==> config.mk <==
export PLATFORM = sky130hd
export DESIGN_NAME = keypad_saw_synth
export DESIGN_NICKNAME = d
export VERILOG_FILES = /design/src/rtl/synth_pkg.sv /design/src/rtl/keypad_saw_synth_phase_acc.sv /design/src/rtl/keypad_saw_synth.sv
export SDC_FILE = /design/constraint.sdc
export NUM_CORES = 1
export LEC_CHECK = 0
export ABC_CLOCK_PERIOD_IN_PS = 4600
export CORE_MARGIN = 5
export CORE_UTILIZATION = 45
export CTS_CLUSTER_SIZE = 24
export DETAILED_ROUTE_END_ITERATION = 8
export PLACE_DENSITY = 0.68
export SETUP_SLACK_MARGIN = 0.02
export SLEW_MARGIN = 0
export SYNTH_ARGS = -nofsm -noshare
export SYNTH_HDL_FRONTEND = slang
export SYNTH_HIERARCHICAL = 1
export SYNTH_SLANG_ARGS = --single-unit
==> constraint.sdc <==
create_clock -name clk_48kHz -period 4.6 [get_ports clk_48kHz]
set_input_delay 0.92 -clock clk_48kHz [delete_from_list [all_inputs] [get_ports clk_48kHz]]
set_output_delay 0.92 -clock clk_48kHz [all_outputs]
set_load 0.02 [all_outputs]
==> images/m2.png <==
Drawn at 3 px/µm. Cells faint in the background.
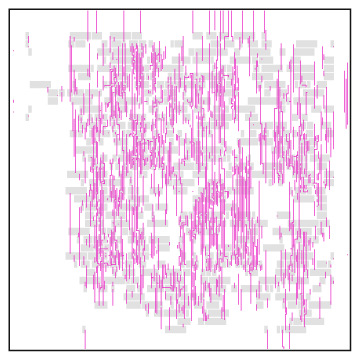
- wire length on this layer: 5330 µm
- main direction: vertical
- nets with wire on the layer: 564
- longest straight run: 37.1 µm
- share of all routed wire: 46%
Vias: 4386
met2 GRT Util: 29.1%
detailed-route wire length: 11.7 mm

==> images/pinout.png <==
Drawn at 4 px/µm. Pins as bars across the die edge, other pins in gray.
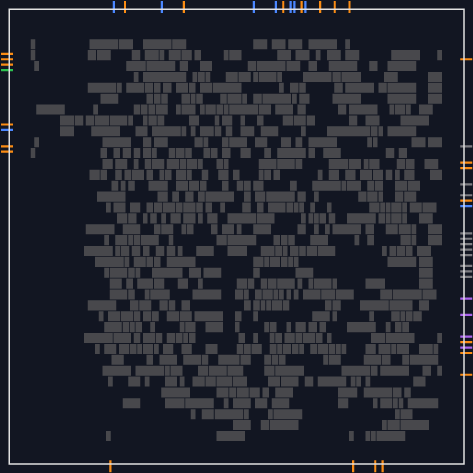
- blue: addr_o (pins 9; direction output; edge 7 north, 1 east, 1 west)
- purple: hex_o (pins 4; direction output; edge east)
- orange: saw_o (pins 24; direction output; edge 7 north, 7 east, 6 west, 4 south)
- green: clk_48kHz (pins 1; direction input; edge west)
Die Wd: 113 µm
chip height: 113 µm
PortBufs: 33

==> metrics.yaml <==
timing:
  min_period_over_period_pct: 84.1
  period_minus_slack_ns: 3.87
layout:
  fill_cells: 996
  n_all_inverters: 19
  syn_to_final_growth_pct: 9.30
  logic_area_um2: 3200
  clkbuf_count: 9
  diodes: 0
  fin_util_pct: 50.6
setup_path:
  critical_path_class: "reg -> reg"
  cp-end-kind: "register"
  cp_max_fo: 12
  slowest_stage: "dfxtp_1"
  required_ns: 4.86
route:
  first_pass_iters: 5
  m1WireLength_mm: 5.31
logic_synthesis:
  synth-edff-count: 0
  async_reset_ff_share_pct: 0
  ys_top_cells_by_area: "dfxtp_1 (25%), ha_1 (10%), a21oi_1 (6.3%), nor2_1 (4.7%), buf_4 (4.5%)"
  synth.most_common_cell: "dfxtp_1"
  flop_cell: "dfxtp_1"
  ys_cells: 614
  syn_area_per_cell_um2: 7.82
  netlist_top_cells_count: "dfxtp_1 (61), a21oi_1 (60), nor2_1 (60), nand2_1 (49), ha_1 (40)"
floorplan:
  nWellTaps: 136
  pin_count: 49
outcome:
  outcome: "completed"
run:
  warnings: 33
  cap_violations: 0
clocking:
  root_buffer: "clkbuf_8"
  post_cts_buffers: 0
grt:
  grt_use_total_pct: 18.7
  grt_pass1_wl_mm: 19.7
  grt_start_max_net_pins: 45
  grt.overflow.total: 0
worst_hold_path:
  min_path_cells: 1
[through the flow]
stage                     hold slack [ns]  instance area [µm²]  cells  total power [W]
final                               0.448                 5250    762          0.00185
after global routing                0.488                 5250    762          0.00197
after CTS                           0.452                 5250    762          0.00186
after detailed placement            0.442                 5020    746          0.00131
after global placement              0.431                 5020    746          0.00129
after floorplan                     0.418                 4870    633          0.00118
[critical path: cells and delay by family, from the launching register on]
kind	cells	cell delay [ns]
simple gates	2	0.72
buf+inv	1	0.22
fa+ha+maj	2	0.82
compound gates	7	1.38
flops	1	0.61
[kinds of logic after synthesis]
logic type / Yosys count / share of synthesized area (%)
AND/OR/NAND/NOR: 206 / 21.7
AND-OR/OR-AND: 190 / 25.9
buffers and inverters: 79 / 9.38
flip-flops: 61 / 25.4
adder cells (fa/ha/maj): 41 / 10.8
XOR/XNOR: 29 / 5.29
multiplexers: 7 / 1.46
other: 1 / 0.0781
[placed cells by master (no fill, tap or decap), types with 5 or more instances in the layout]
cell type,count
nor3_1,14
xor2_1,13
and2_1,17
and3_1,7
nand2b_1,6
mux2i_1,7
o21bai_1,5
dfxtp_1,61
nand4_1,10
inv_1,16
nor2_1,60
o211ai_1,8
conb_1,20
o21ai_0,38
or3_1,5
ha_1,40
a31oi_1,8
o31ai_1,8
clkdlybuf4s50_1,33
o21a_1,7
nand2_1,49
clkbuf_8,9
nand3_1,13
xnor2_1,16
a21oi_1,60
a21o_1,10
nor2b_1,7
[where the power goes]
| group | leakage, nW | switching (W) | internal, W | total, W |
|---|---|---|---|---|
| Sequential | 0.502 | 0.0000358 | 0.000601 | 0.000637 |
| Combinational | 1.50 | 0.000388 | 0.000283 | 0.000671 |
| Clock | 0.102 | 0.000236 | 0.000306 | 0.000542 |
Power is estimated from default activity; no workload was simulated.
